===== src/rtl/lbm_pkg.sv =====
// Shared types and constants for the lattice-Boltzmann step controller.
// Velocity tables follow D2Q9 ordering; D2Q5 uses the first five entries.
package lbm_pkg;

    localparam int COORD_W = 16;

    typedef enum logic [3:0] {
        S_IDLE,
        S_INIT,
        S_COL_MOM1,
        S_COL_MOM2,
        S_COL_DIV,
        S_COL_WAIT,
        S_COL_U_LD,
        S_COL_U_WB,
        S_COL_EQ_LD,
        S_COL_EQ_WB,
        S_COL_OUT,
        S_STREAM,
        S_DONE,
        S_ERROR
    } state_t;

    localparam logic signed [1:0] CX [9] = '{2'sd0, 2'sd1, 2'sd0, -2'sd1, 2'sd0, 2'sd1, -2'sd1, -2'sd1, 2'sd1};
    localparam logic signed [1:0] CY [9] = '{2'sd0, 2'sd0, 2'sd1, 2'sd0, -2'sd1, 2'sd1, 2'sd1, -2'sd1, -2'sd1};

    typedef struct packed {
        logic [COORD_W-1:0] x;
        logic [COORD_W-1:0] y;
    } node_coord_t;

endpackage


===== src/rtl/lbm_neighbor_addr.sv =====
// Streaming destination address: neighbour of (x, y) along direction dir,
// wrapped periodically at the lattice edges with compare/select only.
module lbm_neighbor_addr
    import lbm_pkg::*;
#(
    parameter int GRID_X        = 16,
    parameter int GRID_Y        = 16,
    parameter int Q             = 9,
    parameter int ADDRESS_WIDTH = $clog2(GRID_X * GRID_Y),
    parameter int DIR_W         = $clog2(Q)
) (
    input  logic [COORD_W-1:0]       x,
    input  logic [COORD_W-1:0]       y,
    input  logic [DIR_W-1:0]         dir,
    output logic [ADDRESS_WIDTH-1:0] dst_addr
);

    logic signed [1:0]  cx;
    logic signed [1:0]  cy;
    logic [COORD_W-1:0] xn;
    logic [COORD_W-1:0] yn;

    always_comb begin
        cx = 2'sd0;
        cy = 2'sd0;
        for (int i = 0; i < Q; i++) begin
            if (int'(dir) == i) begin
                cx = CX[i];
                cy = CY[i];
            end
        end

        xn = x;
        if (cx == 2'sd1)
            xn = (x == COORD_W'(GRID_X - 1)) ? '0 : x + COORD_W'(1);
        else if (cx == -2'sd1)
            xn = (x == '0) ? COORD_W'(GRID_X - 1) : x - COORD_W'(1);

        yn = y;
        if (cy == 2'sd1)
            yn = (y == COORD_W'(GRID_Y - 1)) ? '0 : y + COORD_W'(1);
        else if (cy == -2'sd1)
            yn = (y == '0) ? COORD_W'(GRID_Y - 1) : y - COORD_W'(1);

        dst_addr = ADDRESS_WIDTH'(yn * COORD_W'(GRID_X) + xn);
    end

endmodule


===== src/rtl/lbm_step_controller.sv =====
// Time-step sequencer for the LBM datapath: init, per-node collide with a
// divider handshake, per-direction streaming, repeated num_steps times.
module lbm_step_controller
    import lbm_pkg::*;
#(
    parameter int GRID_X        = 16,
    parameter int GRID_Y        = 16,
    parameter int Q             = 9,
    parameter int ADDRESS_WIDTH = $clog2(GRID_X * GRID_Y),
    parameter int STEP_WIDTH    = 16,
    parameter int DIV_TIMEOUT   = 64
) (
    input  logic                     Clk,
    input  logic                     Reset,
    input  logic                     start,
    input  logic [STEP_WIDTH-1:0]    num_steps,
    input  logic                     div_valid,
    output logic                     div_start,
    output logic [ADDRESS_WIDTH-1:0] node_addr,
    output logic [ADDRESS_WIDTH-1:0] stream_dst_addr,
    output logic [$clog2(Q)-1:0]     dir_sel,
    output logic                     select_init,
    output logic                     WE_p_mem,
    output logic                     WE_ux_mem,
    output logic                     WE_uy_mem,
    output logic                     WE_fin_mem,
    output logic                     WE_feq_mem,
    output logic                     WE_fout_mem,
    output logic                     LD_EN_P,
    output logic                     LD_EN_PUX,
    output logic                     LD_EN_PUY,
    output logic                     LD_EN_U,
    output logic [Q-1:0]             LD_EN_FEQ,
    output logic                     busy,
    output logic                     done,
    output logic                     div_timeout,
    output logic [STEP_WIDTH-1:0]    step_count
);

    localparam int DIR_W  = $clog2(Q);
    localparam int WAIT_W = $clog2(DIV_TIMEOUT + 1);

    if (!(Q == 9 || Q == 5)) begin : g_bad_q
        $error("lbm_step_controller: Q must be 9 or 5");
    end

    state_t                state;
    node_coord_t           coord;
    node_coord_t           coord_nxt;
    logic [WAIT_W-1:0]     wait_cnt;
    logic [STEP_WIDTH-1:0] steps_tgt;
    logic [STEP_WIDTH-1:0] step_inc;
    logic                  last_node;

    assign last_node = (node_addr == ADDRESS_WIDTH'(GRID_X * GRID_Y - 1));
    assign step_inc  = step_count + STEP_WIDTH'(1);

    // x/y are tracked alongside the flat address so the neighbour logic never divides.
    always_comb begin
        coord_nxt = coord;
        if (coord.x == COORD_W'(GRID_X - 1)) begin
            coord_nxt.x = '0;
            coord_nxt.y = coord.y + COORD_W'(1);
        end else begin
            coord_nxt.x = coord.x + COORD_W'(1);
        end
    end

    always_ff @(posedge Clk) begin
        if (!Reset) begin
            state      <= S_IDLE;
            coord      <= '0;
            node_addr  <= '0;
            dir_sel    <= '0;
            wait_cnt   <= '0;
            step_count <= '0;
            steps_tgt  <= '0;
        end else begin
            case (state)
                S_IDLE, S_ERROR: begin
                    if (start) begin
                        steps_tgt  <= num_steps;
                        step_count <= '0;
                        coord      <= '0;
                        node_addr  <= '0;
                        dir_sel    <= '0;
                        state      <= S_INIT;
                    end
                end
                S_INIT: begin
                    if (last_node) begin
                        coord     <= '0;
                        node_addr <= '0;
                        state     <= (steps_tgt == '0) ? S_DONE : S_COL_MOM1;
                    end else begin
                        coord     <= coord_nxt;
                        node_addr <= node_addr + ADDRESS_WIDTH'(1);
                    end
                end
                S_COL_MOM1: state <= S_COL_MOM2;
                S_COL_MOM2: state <= S_COL_DIV;
                S_COL_DIV: begin
                    wait_cnt <= '0;
                    state    <= S_COL_WAIT;
                end
                S_COL_WAIT: begin
                    if (div_valid)
                        state <= S_COL_U_LD;
                    else if (wait_cnt == WAIT_W'(DIV_TIMEOUT - 1))
                        state <= S_ERROR;
                    else
                        wait_cnt <= wait_cnt + WAIT_W'(1);
                end
                S_COL_U_LD:  state <= S_COL_U_WB;
                S_COL_U_WB:  state <= S_COL_EQ_LD;
                S_COL_EQ_LD: state <= S_COL_EQ_WB;
                S_COL_EQ_WB: state <= S_COL_OUT;
                S_COL_OUT: begin
                    if (last_node) begin
                        coord     <= '0;
                        node_addr <= '0;
                        dir_sel   <= '0;
                        state     <= S_STREAM;
                    end else begin
                        coord     <= coord_nxt;
                        node_addr <= node_addr + ADDRESS_WIDTH'(1);
                        state     <= S_COL_MOM1;
                    end
                end
                S_STREAM: begin
                    if (dir_sel == DIR_W'(Q - 1)) begin
                        dir_sel <= '0;
                        if (last_node) begin
                            coord      <= '0;
                            node_addr  <= '0;
                            step_count <= step_inc;
                            state      <= (step_inc == steps_tgt) ? S_DONE : S_COL_MOM1;
                        end else begin
                            coord     <= coord_nxt;
                            node_addr <= node_addr + ADDRESS_WIDTH'(1);
                        end
                    end else begin
                        dir_sel <= dir_sel + DIR_W'(1);
                    end
                end
                S_DONE:  state <= S_IDLE;
                default: state <= S_IDLE;
            endcase
        end
    end

    always_comb begin
        div_start   = 1'b0;
        select_init = 1'b0;
        WE_p_mem    = 1'b0;
        WE_ux_mem   = 1'b0;
        WE_uy_mem   = 1'b0;
        WE_fin_mem  = 1'b0;
        WE_feq_mem  = 1'b0;
        WE_fout_mem = 1'b0;
        LD_EN_P     = 1'b0;
        LD_EN_PUX   = 1'b0;
        LD_EN_PUY   = 1'b0;
        LD_EN_U     = 1'b0;
        LD_EN_FEQ   = '0;
        done        = 1'b0;
        div_timeout = 1'b0;
        busy        = !(state == S_IDLE || state == S_DONE || state == S_ERROR);
        case (state)
            S_INIT: begin
                select_init = 1'b1;
                WE_p_mem    = 1'b1;
                WE_ux_mem   = 1'b1;
                WE_uy_mem   = 1'b1;
                WE_fin_mem  = 1'b1;
            end
            S_COL_MOM1: begin
                LD_EN_P   = 1'b1;
                LD_EN_PUX = 1'b1;
                LD_EN_PUY = 1'b1;
            end
            S_COL_MOM2:  WE_p_mem  = 1'b1;
            S_COL_DIV:   div_start = 1'b1;
            S_COL_U_LD:  LD_EN_U   = 1'b1;
            S_COL_U_WB: begin
                WE_ux_mem = 1'b1;
                WE_uy_mem = 1'b1;
            end
            S_COL_EQ_LD: LD_EN_FEQ   = '1;
            S_COL_EQ_WB: WE_feq_mem  = 1'b1;
            S_COL_OUT:   WE_fout_mem = 1'b1;
            S_STREAM:    WE_fin_mem  = 1'b1;
            S_DONE:      done        = 1'b1;
            S_ERROR:     div_timeout = 1'b1;
            default: ;
        endcase
    end

    lbm_neighbor_addr #(
        .GRID_X       (GRID_X),
        .GRID_Y       (GRID_Y),
        .Q            (Q),
        .ADDRESS_WIDTH(ADDRESS_WIDTH),
        .DIR_W        (DIR_W)
    ) u_neighbor (
        .x       (coord.x),
        .y       (coord.y),
        .dir     (dir_sel),
        .dst_addr(stream_dst_addr)
    );

endmodule


===== config.mk =====
export PLATFORM = sky130hd
export DESIGN_NAME = lbm_step_controller
export DESIGN_NICKNAME = d
export VERILOG_FILES = /design/src/rtl/lbm_pkg.sv /design/src/rtl/lbm_neighbor_addr.sv /design/src/rtl/lbm_step_controller.sv
export SDC_FILE = /design/constraint.sdc
export NUM_CORES = 1
export LEC_CHECK = 0
export ABC_AREA = 0
export CAP_MARGIN = 10
export CORE_MARGIN = 2
export CORE_UTILIZATION = 30
export CTS_BUF_LIST = sky130_fd_sc_hd__clkbuf_4 sky130_fd_sc_hd__clkbuf_8 sky130_fd_sc_hd__clkbuf_16
export CTS_CLUSTER_SIZE = 28
export DETAILED_ROUTE_END_ITERATION = 8
export PLACE_DENSITY = 0.51
export SLEW_MARGIN = 20
export SYNTH_ARGS = -nofsm -noshare
export SYNTH_HDL_FRONTEND = slang
export SYNTH_SLANG_ARGS = --single-unit
export TNS_END_PERCENT = 100

===== constraint.sdc =====
create_clock -name Clk -period 3.31 [get_ports Clk]
set_input_delay 0.4965 -clock Clk [delete_from_list [all_inputs] [get_ports Clk]]
set_output_delay 0.4965 -clock Clk [all_outputs]
set_load 0.01 [all_outputs]

Figure 1. Clock wiring as the flow saved it (run 1).
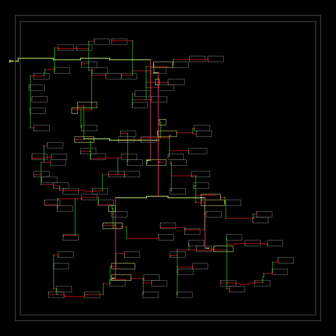
clock sinks: 87
clk_lat worst skew: 350 ps
Flops: 87
Clock Power: 0.00111 W

Figure 2. Layout detail (run 1).
Region (16, 88) to (56, 128) um. Cells in grey, sequential cells in the stronger grey; small squares are vias.
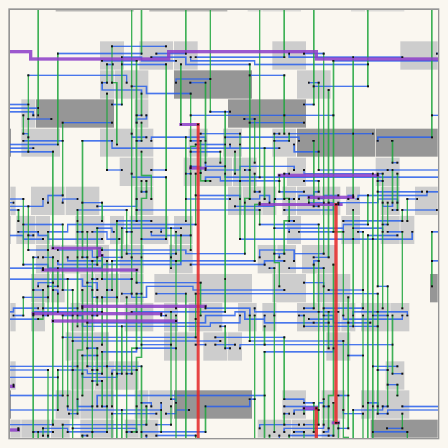
purple -> met3
red -> met4
green -> met2
blue -> met1
most frequent = nand2_1 (14), xnor2_1 (9), o21ai_0 (8)
sequential cells in the window = 7
netlist names of flops here include = step_count (6), steps_tgt (1)
cells with their middle in the window = 103

Figure 3. Signal wires by layer (run 1).
Only two layers are drawn.
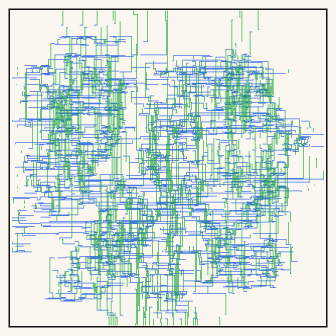
green -> met2  # wire length 8210 um
blue -> met1  # wire length 8640 um

==> impl_metrics.csv, run 1 <==
group,metric,value,unit
layout,stdcell_area,0.00820,sq mm
routing,drc,0,
clock_network,htree_levels,3,
routing,drt_wl_total,17800,um
clock_network,cts_made_buffers,9,
global_routing,track_usage,0.174,
final_timing,setup_ws,-301,ps
status,failed_checks,"setup timing",
floorplan,ioPinCount,80,
yosys,syn_inst,762,
setup_path,r2r-start,"step_count[0]",
final_timing,fin_skew,9.57,ps
global_routing,grt_pass1_vias,5617,
min_path,hold_class,"reg2reg",
layout,drive_above_1_share,0.213,
setup_path,worstPathArrival,3110,ps
yosys,edf_count,0,
routing,drt_iter0_drc,315,
yosys,yosys_warnings,0,
setup_path,worstRegToRegCells,7,
final_timing,rsz0062_at_grt,"true",
setup_path,crit_path_cell_trace,"inv_4, ha_4, a21oi_4, nor4_4, buf_4, and4_4, o32ai_2, nand2_1, o21ai_2, ha_4, a21o_1, a21o_1, a32o_1, o22ai_2, buf_2",
power,power.leakage,3.02,nW
setup_path,slowest_stage,"dfxtp_4",
global_routing,grt_first_pass_wirelength,29000,um
status,status,"finished with violations",
clock_network,ctsHoldBuffers,0,
yosys,synth_seq_share,0.294,
routing,wl_per_cell,15.1,um
final_timing,setup_viol_count_final,3,
[run 1: cell families (layout without fill, tap and decap cells)]
group / Yosys count / count (layout) / synth area share
muxes: 21 / 21 / 0.0362
and+or+nand+nor: 331 / 331 / 0.296
buffers and inverters: 71 / 226 / 0.0577
DFF: 87 / 87 / 0.294
adders and majority gates: 17 / 17 / 0.0372
xor gates and xnor gates: 48 / 48 / 0.0711
AOI/OAI and AO/OA: 187 / 187 / 0.207
[run 1: worst register-to-register path: stages (launching register included)]
cell     delay (ps)
dfxtp_1         450
ha_1            320
nand4_1         280
or4_1           610
xnor2_1         150
a21oi_1         250
nand4_1         190
a21bo_2         240
[run 1: path summary, 6_finish.rpt]
kind / end / slack [ps]
hold / removal: wait_cnt[1] / 490
hold reg to reg: wait_cnt[1] / 490
setup reg to reg: state[1] / 710
setup / recovery: stream_dst_addr[7] / -300
[run 1: area by class of cell]
cell class | count | area (sq um)
sequential | 87 | 1750
inverter | 22 | 88.8
clock buffer | 10 | 233
fill | 2020 | 11200
tap | 265 | 332
timing repair buffer | 189 | 1640
multi-input combinational | 604 | 4080
clock inverter | 5 | 82.6
[run 1: what timing repair did]
| item | CTS | global route |
|---|---|---|
| setup buffers | 7 | 7 |
| gates resized | 43 | 32 |
| gates cloned | 0 | 0 |
| setup endpoints to repair | 5 | 4 |
| pin swaps | 15 | 22 |
[run 1: power breakdown]
part           internal [W]  total [W]  switching [W]
Clock              0.000669    0.00111       0.000443
Sequential          0.00112    0.00126       0.000133
Combinational      0.000786    0.00183        0.00105
[run 1: state kept, by name, indices dropped and copies added (netlist names)]
register,cells
coord,32
step_count,16
steps_tgt,16
node_addr,8
wait_cnt,7
dir_sel,4
state,4
[run 1: layer usage]
metal / track usage / up-vias / part of all wire
li1: - / 3086 / -
met1: 0.237 / 2850 / 0.48
met2: 0.281 / 121 / 0.46
met3: 0.0285 / 21 / 0.038
met4: 0.0577 / 0 / 0.018
met5: 0 / - / 0
[run 1: cells in the mapped netlist (17+ instances only)]
library cell,instances,area (sq um)
nor3_1,30,150
dfxtp_1,87,1740
inv_1,21,78.8
nand4_1,21,131
mux2i_1,18,180
nand3_1,30,150
nor2_1,82,308
xnor2_1,31,272
xor2_1,17,149
o21ai_0,45,225
a21oi_1,47,235
nand2_1,61,229
buf_2,18,90.1
[run 1: stage by stage]
stage | cells | setup slack (ps)
global route | 1182 | -424
detailed placement | 1153 | -445
global placement | 1153 | -387
CTS | 1175 | -277
floorplan | 762 | 32.3
finish | 1182 | -301
==> inputs of run 2 (changes only) <==
--- a/config.mk
+++ b/config.mk
@@ -9,10 +9,10 @@
 export CAP_MARGIN = 10
 export CORE_MARGIN = 2
 export CORE_UTILIZATION = 30
-export CTS_BUF_LIST = sky130_fd_sc_hd__clkbuf_4 sky130_fd_sc_hd__clkbuf_8 sky130_fd_sc_hd__clkbuf_16
 export CTS_CLUSTER_SIZE = 28
 export DETAILED_ROUTE_END_ITERATION = 8
 export PLACE_DENSITY = 0.51
+export RECOVER_POWER = 25
 export SLEW_MARGIN = 20
 export SYNTH_ARGS = -nofsm -noshare
 export SYNTH_HDL_FRONTEND = slang
Figure 4. Sequential cells grouped by signal name (run 2).
Scale bar: 50 um. Other sequential cells in the stronger grey, the rest of the logic in the fainter grey.
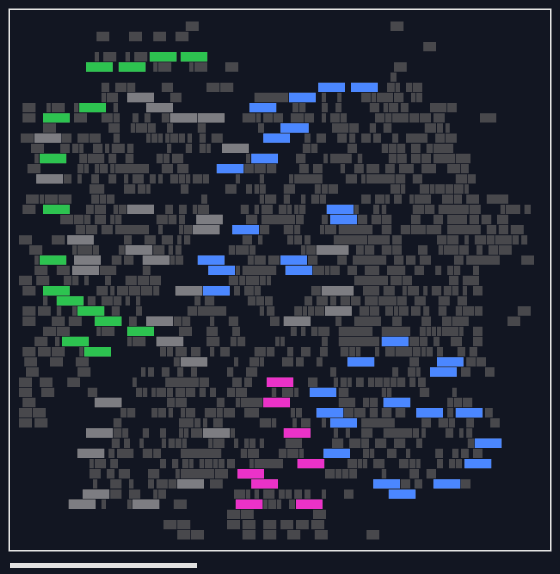
green -> steps_tgt  # placed flops 16
blue -> coord  # placed flops 32
magenta -> node_addr  # placed flops 8, where bottom centre

Figure 5. Signal wires by layer (run 2).
Only two layers are drawn.
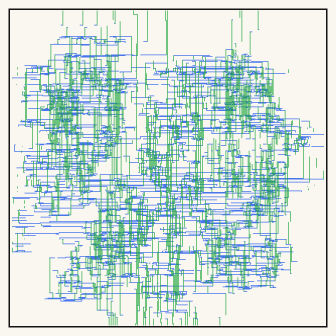
blue -> met1  # wire length 8630 um
green -> met2  # wire length 8190 um

==> run 2 against run 1 <==
Via count grew 0.12%. Global-route usage is essentially flat. Register-to-register slack lost 70 ps. Total power shrank 0.60%. Sequential power is essentially flat. Worst setup slack is essentially flat. The run still ends with setup timing left. Design area shrank 0.24%. Area after synthesis is the same.
==> impl_metrics.csv, run 2 <==
group,metric,value,unit
status,status,"finished with violations",
status,failed_checks,"setup timing",
setup_path,worstRegToRegCells,5,
yosys,yosys_warnings,0,
final_timing,rsz0062_at_grt,"true",
final_timing,setup_ws,-301,ps
layout,largest_register_ffs,32,
routing,wl_per_cell,15.1,um
layout,stdcell_count,1182,
layout,drive_above_1_share,0.209,
power,power.leakage,3.10,nW
layout,stdcell_area,0.00818,sq mm
routing,drt_iter0_drc,316,
floorplan,ioPinCount,80,
global_routing,grt_first_pass_wirelength,29000,um
clock_network,cts_made_buffers,9,
final_timing,setup_viol_count_final,3,
global_routing,grt_pass1_vias,5615,
place,dp.cells,1153,
clock_network,insertion_delay,350,ps
yosys,yosysMostFrequentCell,"dfxtp_1",
setup_path,ff2ff_setup_slack,640,ps
power,swShare,0.387,
clock_network,cts.sink_count,87,
power,share_comb_of_total_power,0.435,
global_routing,track_usage,0.174,
place,post-place-ws,-445,ps
setup_path,critPathCapture,"stream_dst_addr[7]",
## run 2: cell counts after synthesis
No cell type changed its count.
## run 2: logic make-up (layout without fill, tap and decap cells)
kind of cell             after synthesis  count (layout)  share of synthesized area
AND/OR/NAND/NOR                      331             331                      0.296
AND-OR/OR-AND                        187             187                      0.207
flip-flops                            87              87                      0.294
buffers and inverters                 71             226                     0.0577
XOR/XNOR                              48              48                     0.0711
multiplexers                          21              21                     0.0362
adder cells (fa/ha/maj)               17              17                     0.0372
## run 2: metal layers
| layer | vias up | routed length (um) | global-route usage | share of wire |
|---|---|---|---|---|
| met2 | 119 | 8190 | 0.282 | 0.46 |
| met4 | 0 | 320 | 0.0577 | 0.018 |
| met5 | - | 0 | 0 | 0 |
| met1 | 2859 | 8630 | 0.237 | 0.48 |
| li1 | 3083 | - | - | - |
| met3 | 24 | 732 | 0.0285 | 0.041 |
## run 2: final cells by class
cell class,instances,area (sq um),share of cell area
Clock buffer,10,229,0.0280
Clock inverter,5,82.6,0.0101
Inverter,22,88.8,0.0109
Multi-Input combinational cell,604,4070,0.497
Sequential cell,87,1750,0.214
Tap cell,265,332,0.0405
Timing Repair Buffer,189,1630,0.200
## run 2: worst min-delay path by stage
stage,endpoint,slack (ps),cells past startpoint
6_report,wait_cnt[1],490,2
5_1_grt,wait_cnt[1],510,2
4_1_cts,wait_cnt[1],490,2
3_5_place_dp,wait_cnt[1],480,2
3_3_place_gp,wait_cnt[1],480,2
2_1_floorplan,coord[31],450,1
## run 2: power groups by stage
stage	Clock, W	Combinational [W]	Sequential, W
after floorplan	0	0.00123	0.00121
after global placement	0	0.00179	0.00128
after detailed placement	0	0.00179	0.00128
after CTS	0.00113	0.00182	0.00125
after global routing	0.00117	0.00200	0.00127
final	0.00110	0.00182	0.00125
## run 2: what timing repair did
action                     4_1_cts  5_1_grt
setup buffers                    7        7
setup endpoints to repair        5        4
hold buffers                     0        0
resized                         43       32
pin swaps                       15       22
## run 2: metrics by stage
step / hold slack (ps) / setup TNS [ps] / util
floorplan: 451 / 0 / -
global placement: 477 / -552 / 0.388
detailed placement: 482 / -761 / 0.388
CTS: 491 / -441 / 0.413
global route: 514 / -747 / 0.422
finish: 487 / -410 / 0.422
## run 2: worst register-to-register path: stages (launching register included)
cell	delay (ps)
dfxtp_1	450
or3_4	410
a211oi_1	400
clkbuf_1	930
mux2i_1	290
nor2_1	50
==> inputs of run 3 (changes only) <==
--- a/config.mk
+++ b/config.mk
@@ -11,10 +11,11 @@
 export CORE_UTILIZATION = 30
 export CTS_CLUSTER_SIZE = 28
 export DETAILED_ROUTE_END_ITERATION = 8
-export PLACE_DENSITY = 0.51
+export PLACE_DENSITY = 0.49
 export RECOVER_POWER = 25
 export SLEW_MARGIN = 20
 export SYNTH_ARGS = -nofsm -noshare
 export SYNTH_HDL_FRONTEND = slang
+export SYNTH_HIERARCHICAL = 1
 export SYNTH_SLANG_ARGS = --single-unit
 export TNS_END_PERCENT = 100
==> constraint.sdc (replaced) <==
create_clock -name Clk -period 4.7 [get_ports Clk]
set_input_delay 0.705 -clock Clk [delete_from_list [all_inputs] [get_ports Clk]]
set_output_delay 0.705 -clock Clk [all_outputs]
set_load 0.01 [all_outputs]
Figure 6. Layout detail (run 3).
Region (17, 90) to (57, 130) um. Cells in grey, sequential cells in the stronger grey; small squares are vias.
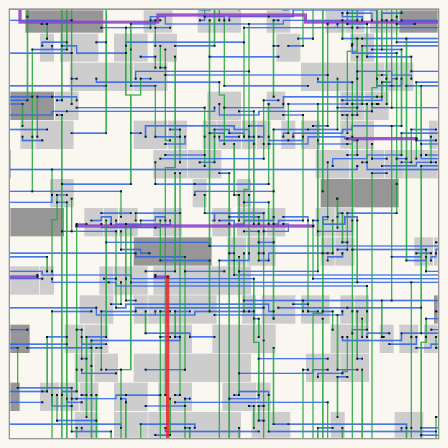
blue -> met1
green -> met2
purple -> met3
red -> met4
netlist names of flops here include = steps_tgt (3), step_count (2)
cells with their middle in the window = 101
most frequent = nor2_1 (14), a21oi_1 (10), xnor2_1 (9)
sequential cells in the window = 5

Figure 7. Sequential cells grouped by signal name (run 3).
Scale bar: 50 um. Other sequential cells in the stronger grey, the rest of the logic in the fainter grey.
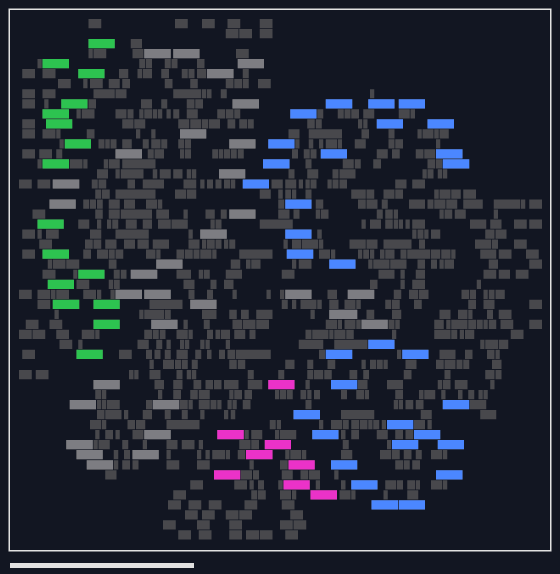
blue -> coord  # placed flops 32
green -> steps_tgt  # placed flops 16
magenta -> node_addr  # placed flops 8, where bottom centre
not coloured = 31

==> run 3 against run 2 <==
The flow now finishes without violations. First-iteration DRC count rose by 12%. Worst hold slack got worse by 12 ps. Sequential power fell by about 30%. Register-to-register slack improved by 610 ps. Utilization fell by 6.0 points. Count of clock-buffer cells in the layout fell by 1. Worst setup slack improved by 730 ps. Critical path depth fell by 3. Design area fell by 11%. Combinational power fell by 47%. Highest routed layer unchanged.
==> impl_metrics.csv, run 3 <==
group,metric,value,unit
layout,utilization,0.362,
power,swShare,0.380,
layout,combGateArea,0.00396,sq mm
yosys,yosysMostFrequentCell,"nor2_1",
yosys,yosys_warnings,6,
yosys,aoi_share,0.187,
final_timing,fin_setup_tns,0,ps
status,status,"completed",
global_routing,grt_first_pass_wirelength,26800,um
routing,wl_per_cell,14.8,um
power,share_comb_of_total_power,0.372,
global_routing,track_usage,0.152,
layout,largest_register_ffs,32,
power,power.leakage,2.58,nW
clock_network,insertion_delay,350,ps
clock_network,cts_made_buffers,9,
yosys,muxShareOfSynthArea,0.0355,
global_routing,grt_pass1_vias,5068,
clock_network,ctsHoldBuffers,0,
final_timing,fin_hold_ws,475,ps
[run 3: netlist changes by cell type after synthesis, sizes merged, moves of 5 or more]
cell and delta:
nor3 -10, xnor2 -5, a31oi -9, nand3b +6
and3 -6, xor2 +18, or3 +7, o21a -6
nor2 +26
[run 3: final timing paths]
path | start | endpoint | slack, ps | cells after the start
hold reg to reg | wait_cnt[1] | wait_cnt[1] | 470 | 2
hold / removal | wait_cnt[1] | wait_cnt[1] | 470 | 2
setup / recovery | coord[21] | stream_dst_addr[7] | 430 | 12
setup reg to reg | state[2] | step_count[11] | 1250 | 7
[run 3: layer usage]
| layer | GRT usage | wire length (um) | vias to the layer above | share of wire |
|---|---|---|---|---|
| met5 | 0 | 0 | - | 0 |
| li1 | - | - | 2872 | - |
| met2 | 0.235 | 7310 | 87 | 0.45 |
| met1 | 0.215 | 8240 | 2601 | 0.51 |
| met4 | 0.0481 | 221 | 0 | 0.014 |
| met3 | 0.0238 | 481 | 18 | 0.030 |
[run 3: area by class of cell]
type                    instances  area share
clock buffers                   9      0.0310
well taps                     270      0.0464
inverters                      22      0.0114
flip-flops and latches         87       0.240
clock inverters                 7      0.0108
multi-input cells             615       0.544
repair buffers                 87       0.117
[run 3: cells by family after synthesis]
logic type / after synthesis
flops: 87
buf+inv: 77
xor+xnor: 61
simple gates: 346
fa+ha+maj: 17
mux: 21
compound gates: 170
[run 3: power groups by stage]
stage	registers [W]	logic, W	clock network, W
after CTS	0.000875	0.000971	0.000771
after detailed placement	0.000892	0.000966	0
after floorplan	0.000849	0.000698	0
after global routing	0.000885	0.00106	0.000800
after global placement	0.000891	0.000967	0
final	0.000875	0.000959	0.000746
[run 3: timing repair]
action                     CTS  global route
buffers inserted             0             0
resized                      0             1
setup endpoints to repair    0             1
[run 3: through the flow]
stage	instances	total power (W)	cell area, sq um
CTS	1097	0.00262	7280
floorplan	779	0.00155	6090
global placement	1081	0.00186	6980
detailed placement	1081	0.00186	6980
finish	1097	0.00258	7270
global route	1097	0.00274	7270
[run 3: worst max-delay path, stage by stage, from the launching register on]
cell and delay [ps]:
dfxtp_1 440, nor3_2 280, and4_4 280, a41o_4 280, or2b_1 130, o21ai_2 60
mux2_4 250, ha_1 270, a21o_1 180, a21oi_1 170, xor2_1 200, xnor2_1 130
clkdlybuf4s50_1 550
Power and IR drop assume default switching activity.
